==> run_1/wire_density.png <==
The die is cut into 17 by 9 equal tiles; dark blue is low, red is high, scaled to the fullest tile. Values are wire area over tile area, all layers added.
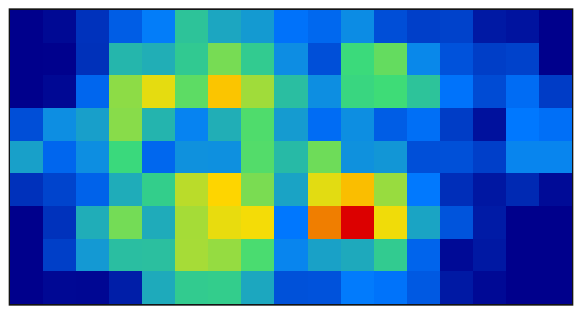
==> run_1/final_placement.png <==
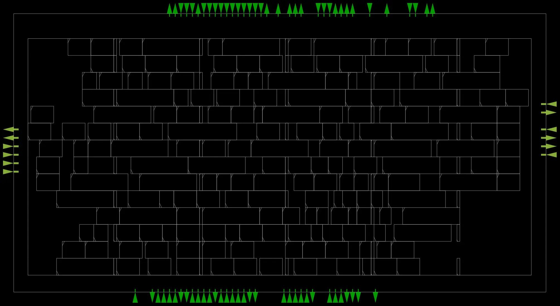
==> run_1/registers.png <==
The bar under the picture is 20 um long. Other sequential cells in the stronger grey, the rest of the logic in the fainter grey.
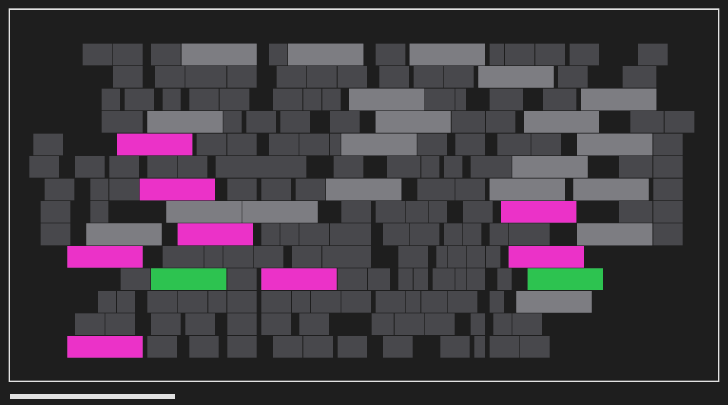
==> src/rtl/logic_unit_arbiter.sv <==
// Round-robin arbiter sharing one combinational logic unit between two requesters.
// Optional LOGIC_ARB_ZERO_FLAG_EN adds res_zero_o, a registered all-zero flag on the result.
module logic_unit_arbiter #(
    parameter int N = 8
) (
    input  logic         clk,
    input  logic         rst_n,
    input  logic [1:0]   req_valid_i,
    output logic [1:0]   req_ready_o,
    input  logic [1:0]   req_op0_i,
    input  logic [1:0]   req_op1_i,
    input  logic [N-1:0] req_a0_i,
    input  logic [N-1:0] req_b0_i,
    input  logic [N-1:0] req_a1_i,
    input  logic [N-1:0] req_b1_i,
    output logic [N-1:0] lu_a_o,
    output logic [N-1:0] lu_b_o,
    output logic         lu_s2_o,
    output logic         lu_s3_o,
    input  logic [N-1:0] lu_rl_i,
    output logic         res_valid_o,
    input  logic         res_ready_i,
    output logic [N-1:0] res_data_o,
    output logic         res_id_o,
`ifdef LOGIC_ARB_ZERO_FLAG_EN
    output logic         res_zero_o,
`endif
    output logic         busy_o
);

    typedef enum logic [1:0] {
        ST_IDLE = 2'd0,
        ST_EXEC = 2'd1,
        ST_RESP = 2'd2
    } state_t;

    state_t       r_state;
    state_t       w_state_next;
    logic         r_prio;
    logic [N-1:0] r_lu_a;
    logic [N-1:0] r_lu_b;
    logic [1:0]   r_lu_op;
    logic [N-1:0] r_res_data;
    logic         r_res_id;
    logic [1:0]   w_grant;
    logic [1:0]   w_ready;
    logic         w_accept;
    logic         w_sel;

    // Contention resolved by r_prio; a lone requester wins regardless of it.
    always_comb begin
        w_grant[0] = req_valid_i[0] && (!req_valid_i[1] || !r_prio);
        w_grant[1] = req_valid_i[1] && (!req_valid_i[0] ||  r_prio);
        w_ready    = ((r_state == ST_IDLE) && rst_n) ? w_grant : 2'b00;
        w_accept   = |w_ready;
        w_sel      = w_ready[1];
    end

    always_ff @(posedge clk or negedge rst_n) begin
        if (!rst_n) begin
            r_state <= ST_IDLE;
        end else begin
            r_state <= w_state_next;
        end
    end

    always_comb begin
        w_state_next = r_state;
        case (r_state)
            ST_IDLE: if (w_accept)    w_state_next = ST_EXEC;
            ST_EXEC:                  w_state_next = ST_RESP;
            ST_RESP: if (res_ready_i) w_state_next = ST_IDLE;
            default:                  w_state_next = ST_IDLE;
        endcase
    end

    // Logic-unit inputs change only on acceptance so the unit sees stable operands in EXEC.
    always_ff @(posedge clk or negedge rst_n) begin
        if (!rst_n) begin
            r_prio   <= 1'b0;
            r_lu_a   <= '0;
            r_lu_b   <= '0;
            r_lu_op  <= 2'b00;
            r_res_id <= 1'b0;
        end else if (w_accept) begin
            r_prio   <= ~w_sel;
            r_lu_a   <= w_sel ? req_a1_i  : req_a0_i;
            r_lu_b   <= w_sel ? req_b1_i  : req_b0_i;
            r_lu_op  <= w_sel ? req_op1_i : req_op0_i;
            r_res_id <= w_sel;
        end
    end

    always_ff @(posedge clk or negedge rst_n) begin
        if (!rst_n) begin
            r_res_data <= '0;
        end else if (r_state == ST_EXEC) begin
            r_res_data <= lu_rl_i;
        end
    end

`ifdef LOGIC_ARB_ZERO_FLAG_EN
    logic r_res_zero;

    always_ff @(posedge clk or negedge rst_n) begin
        if (!rst_n) begin
            r_res_zero <= 1'b0;
        end else if (r_state == ST_EXEC) begin
            r_res_zero <= (lu_rl_i == '0);
        end
    end

    assign res_zero_o = r_res_zero;
`endif

    assign req_ready_o = w_ready;
    assign lu_a_o      = r_lu_a;
    assign lu_b_o      = r_lu_b;
    assign lu_s2_o     = r_lu_op[1];
    assign lu_s3_o     = r_lu_op[0];
    assign res_valid_o = (r_state == ST_RESP);
    assign res_data_o  = r_res_data;
    assign res_id_o    = r_res_id;
    assign busy_o      = (r_state != ST_IDLE);

endmodule
==> config.mk <==
export PLATFORM = sky130hd
export DESIGN_NAME = logic_unit_arbiter
export DESIGN_NICKNAME = d
export VERILOG_FILES = /design/src/rtl/logic_unit_arbiter.sv
export SDC_FILE = /design/constraint.sdc
export NUM_CORES = 1
export LEC_CHECK = 0
export ABC_CLOCK_PERIOD_IN_PS = 3800
export CAP_MARGIN = 0
export CORE_ASPECT_RATIO = 0.5
export CORE_MARGIN = 2
export CORE_UTILIZATION = 40
export DETAILED_ROUTE_END_ITERATION = 8
export GPL_ROUTABILITY_DRIVEN = 1
export PLACE_DENSITY = 0.86
export SLEW_MARGIN = 20
export SYNTH_ARGS = -nofsm -noshare
export SYNTH_HDL_FRONTEND = slang
export SYNTH_SLANG_ARGS = --single-unit
export TNS_END_PERCENT = 100
==> constraint.sdc <==
create_clock -name clk -period 3.8 [get_ports clk]
set_input_delay 0.38 -clock clk [delete_from_list [all_inputs] [get_ports clk]]
set_output_delay 0.38 -clock clk [all_outputs]
set_load 0.02 [all_outputs]
==> out/metrics.yaml, run 1 <==
synthArstFlopShare_pct: 100
whs_ps: 504
rr_endpoint: "lu_a_o[1]$_DFFE_PN0P_"
root_buffer: "clkbuf_8"
ys_sh_aoi_pct: 16.8
post-route-drc-count: 0
rsz0062_at_grt: "false"
synth-edff-count: 0
yosys-stat-area_um2: 1330
top_cells_by_area: "dfrtp_1 56%, a221o_1 11%, and3_1 7.0%, mux2_2 6.8%, buf_12 1.5%"
firstDrtPassIters: 5
synth_area_per_cell_um2: 12.6
use_met3_pct: 6.22
timing.final.crit_share_pct: 79.5
hpwl_mm: 2.73
synth.most_common_cell: "dfrtp_1"
clk_latency_ps: 280
critical_path_class: "primary input to output port"
syn-instance-count: 106
p_comb_share_pct: 47.6
drive_gt1_share_pct: 12.3
grt_max_degree: 32
cts_setup_buffers: 0
max_cap_violations: 0
cts_resized: 0
die_area_um2: 3840
slew_viol_final: 0
topRoutingLayerUsed: "met4"
finalPower_w: 0.00169
placementRows: 14
nFillCells: 205
areaGrowthSynthToFinish_pct: 69.4
route.met3.wl_um: 183
layout_setup_ws_ps: 781
clkSlewWorstSetupHoldPaths_ps: 60
p_leak_nw: 0.996
cp-startpoint: "rst_n"
synthTopLogicFamily: "AND-OR/OR-AND gates"
grt_antenna_before_repair: 0
ys_top_cells_by_count: "30 x dfrtp_1, 15 x a221o_1, 15 x and3_1, 8 x mux2_2"
post-route-util_pct: 73.2
cp-end-kind: "output port"
tritoncts: "done"
finalNetCount: 236
gp_congestion: 0.806
met2_length_mm: 2.01
worstHoldStart: "res_data_o[7]$_DFFE_PN0N_"
power_clock_w: 0.000326
fp.dieW_um: 85.6
p_int_w: 0.00110
ys_seq_share_pct: 56.3
startpoint_type: "primary input"
ir_worst_vdd_v: 0.000421
worstMarginPinSlew_ps: 681
status: "finished, final reports clean"
required_ps: 3420
synth_adder_area_share_pct: 0
grt_pass1_vias: 1171
design.portCount: 80
cts.sinks: 30
simple_gate_area_share_pct: 13.9
pre_cts_ws_ps: 784
overflow: 0
busiest_layer: "met2"
hold_viol_final: 0
-- wire_density.png (at the start) --
mean over tiles: 0.16
nearly empty tiles: 13%
tiles over half the peak: 18%
emptiest ninth of the die: bottom right
Global Route Usage Sum: 21.2%
routed wire length: 3.85 mm
Vias: 1201
DR WL/cell: 17.0 um

-- final_placement.png (at the start) --
Post-Layout Cell Count: 227
sequential cells: 30

-- registers.png (at the start) --
legend:
  lu_b_o:
    colour: magenta
    sequential_cells: 8
  r_lu_op:
    colour: green
    sequential_cells: 2
register area: 751 um2
flop share of the area: 33.3%
Flop+latch power: 0.000561 W

## run 1: cell usage in the layout, fill, tap and decap left out, types with 2 or more instances in the layout
cell,n
and3_1,15
dfrtp_1,30
o21ai_0,4
inv_1,4
nand3_1,3
a31oi_1,3
clkbuf_8,6
clkdlybuf4s50_1,79
buf_4,2
nor4_1,3
mux2_2,8
a221o_1,15
## run 1: area by class of cell
cell class / count / area (um2) / area share, %
multi-input combinational: 64 / 507 / 22.5
inverter: 5 / 31.3 / 1.39
timing repair buffer: 81 / 806 / 35.7
clock buffer: 6 / 82.6 / 3.66
tap: 40 / 50.0 / 2.22
clock inverter: 1 / 30.0 / 1.33
sequential: 30 / 751 / 33.3
## run 1: critical path: stages
cell and delay [ps]:
clkdlybuf4s50_1 480, or3b_1 450, or3_1 550, clkinv_8 150, clkdlybuf4s50_1 630
==> run 1 -> run 2 <==
--- a/config.mk
+++ b/config.mk
@@ -5,14 +5,14 @@
 export SDC_FILE = /design/constraint.sdc
 export NUM_CORES = 1
 export LEC_CHECK = 0
-export ABC_CLOCK_PERIOD_IN_PS = 3800
+export ABC_CLOCK_PERIOD_IN_PS = 2650
 export CAP_MARGIN = 0
 export CORE_ASPECT_RATIO = 0.5
 export CORE_MARGIN = 2
-export CORE_UTILIZATION = 40
+export CORE_UTILIZATION = 33
 export DETAILED_ROUTE_END_ITERATION = 8
 export GPL_ROUTABILITY_DRIVEN = 1
-export PLACE_DENSITY = 0.86
+export PLACE_DENSITY = 0.76
 export SLEW_MARGIN = 20
 export SYNTH_ARGS = -nofsm -noshare
 export SYNTH_HDL_FRONTEND = slang
==> constraint.sdc (replaced) <==
create_clock -name clk -period 2.65 [get_ports clk]
set_input_delay 0.265 -clock clk [delete_from_list [all_inputs] [get_ports clk]]
set_output_delay 0.265 -clock clk [all_outputs]
set_load 0.02 [all_outputs]
==> run_2/clock_map.png <==
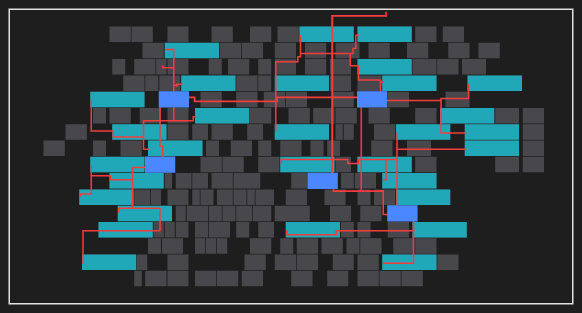
legend:
  cells driving clock nets:
    colour: blue
    count: 5
  flip-flops:
    colour: cyan
    count: 30
  clock wires:
    colour: red
    length: 389 um
routed clock nets: 6
Clk Latency, worst-skew pair: 280 ps
Layout Skew: 7.98 ps
power in the clock group: 0.000343 W
clock network power share: 14.8%

==> out/metrics.yaml, run 2 <==
p_leak_nw: 1.01  # +1.0%
grt_max_degree: 32  # unchanged
layout_setup_ws_ps: 104  # -677 ps
cp-end-kind: "output port"
grt_antenna_before_repair: 0  # unchanged
finalPower_w: 0.00231  # +36%
met2_length_mm: 2.01  # +0.15%
vias: 1244  # +3.6%
cts.sinks: 30  # unchanged
layout_top_cell: "clkdlybuf4s50_1"
grt_usage_pct: 17.7  # -3.5 points
route.met3.wl_um: 135  # -26%
post-route-drc-count: 0  # unchanged
die_area_um2: 4590  # +20%
wl_mm: 3.87  # +0.39%
cts_resized: 0  # unchanged
gp_congestion: 0.769  # -4.6%
syn-instance-count: 106  # unchanged
nFillCells: 333  # +62%
layout_top_cells: "79 x clkdlybuf4s50_1, 30 x dfrtp_1, 15 x and3_1, 15 x a221o_1, 8 x mux2_2"
synth.most_common_cell: "dfrtp_1"
crit_path_frequent_cell: "clkdlybuf4s50_1"
grt_pass1_vias: 1243  # +6.1%
ys_seq_share_pct: 56.3  # unchanged
p_seq_w: 0.000796  # +42%
finalSetupTns_ps: 0
rr_startpoint: "r_state[0]$_DFFE_PN0P_"
timing.final.crit_share_pct: 96.1
cp.depth: 5  # unchanged
simple_gate_area_share_pct: 13.9  # unchanged
rr_endpoint: "lu_a_o[1]$_DFFE_PN0P_"
use_met3_pct: 4.79  # -1.4 points
clkSlewWorstSetupHoldPaths_ps: 70  # about the same
busiest_layer: "met2"
mux_area_share_pct: 6.76
cp-startpoint: "rst_n"
cts_setup_buffers: 0  # unchanged
worstPathArrival_ps: 2280
slew_viol_final: 0  # unchanged
rsz0062_at_grt: "false"
topRoutingLayerUsed: "met4"
cts_buffer_depth: 2
ys_top_cells_by_count: "30 x dfrtp_1, 15 x a221o_1, 15 x and3_1, 8 x mux2_2"
yosys-stat-area_um2: 1330  # unchanged
synth_adder_area_share_pct: 0  # unchanged
timing.critical_path.max_delay_family: "buffers and inverters"
root_buffer: "clkbuf_8"
synth_area_per_cell_um2: 12.6  # unchanged
tritoncts: "done"
placementRows: 16  # +2
cp_slowest_cell: "clkdlybuf4s50_1"
drive_gt1_share_pct: 14.1  # +1.8 points
post-route-util_pct: 58.6  # -15 points
overflow: 0  # unchanged
p_int_w: 0.00147  # +33%
fmax_mhz: 393
synthTopLogicFamily: "AND-OR/OR-AND gates"
worstMarginPinSlew_ps: 702  # +21.2 ps
max_cap_violations: 0  # unchanged
status: "finished, final reports clean"
synthArstFlopShare_pct: 100  # unchanged
instances_no_fill: 246  # +8.4%
startpoint_type: "primary input"
whs_ps: 406  # -97.3 ps
hold_viol_final: 0  # unchanged
fp.dieW_um: 93.9  # +9.6%
pre_cts_ws_ps: 117  # -666 ps
top_cells_by_area: "dfrtp_1 56%, a221o_1 11%, and3_1 7.0%, mux2_2 6.8%, buf_12 1.5%"
grt_pass1_wl_mm: 6.22
crit_buf_inv: 3  # unchanged
synth-edff-count: 0  # unchanged
cp_slowest_stage_delay_ps: 610  # -20 ps
setup_viol: 0
cp_cell_sequence: "clkdlybuf4s50_1 > or3b_1 > or3_1 > clkinv_8 > clkdlybuf4s50_1"
ys_sh_aoi_pct: 16.8  # unchanged
required_ps: 2380  # -1040 ps
die_h_um: 48.9
wl_per_cell_um: 15.7  # -7.4%
firstDrtPassIters: 4  # -1
critical_path_class: "primary input to output port"
finalNetCount: 241  # +2.1%
diodes: 0
hpwl_mm: 2.95  # +7.8%
design.portCount: 80  # unchanged
ir_worst_vdd_v: 0.000327  # -22%
p_comb_share_pct: 50.7  # +3.1 points
==> run_2/drive_strength.png <==
The bar under the picture is 20 um long.
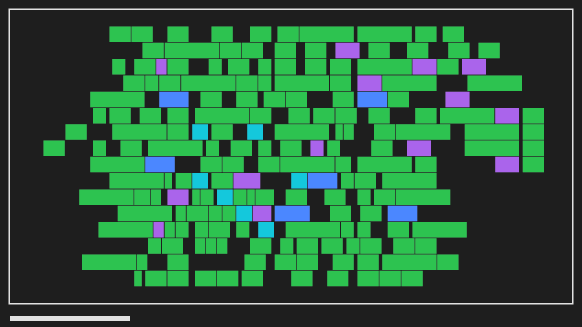
legend:
  drive 3 to 4:
    colour: cyan
    cells: 7
    share: 3.6%
  drive 6 and up:
    colour: blue
    cells: 6
    share: 3.1%
  drive 2:
    colour: purple
    cells: 14
    share: 7.3%
  drive 1 or less:
    colour: green
    cells: 165
    share: 86%
post-synthesis to final-layout area growth: 70.7%
Buffers, non-clock: 86

## run 2: cell counts after synthesis
Identical to the previous run, type by type.
## run 2: logic make-up (layout without fill, tap and decap cells)
group | after synthesis | in the layout
compound gates | 27 | 27
simple gates | 29 | 29
buf+inv | 12 | 98
mux | 8 | 8
flops | 30 | 30
## run 2: area by class of cell
type                            instances  area [um2]  share of cell area, %
Clock inverter                          2        10.0                  0.440
Timing Repair Buffer                   86         843                   37.1
Multi-Input combinational cell         64         503                   22.1
Inverter                                5        31.3                   1.38
Sequential cell                        30         751                   33.0
Clock buffer                            5        68.8                   3.03
Tap cell                               54        67.6                   2.97
## run 2: worst reg2reg max path: stages, from the launching register on
cell	delay (ps)
dfrtp_1	420
or3b_1	410
or3_1	480
clkinv_8	70
buf_4	200
a221o_1	190
Power is estimated from default activity; no workload was simulated.
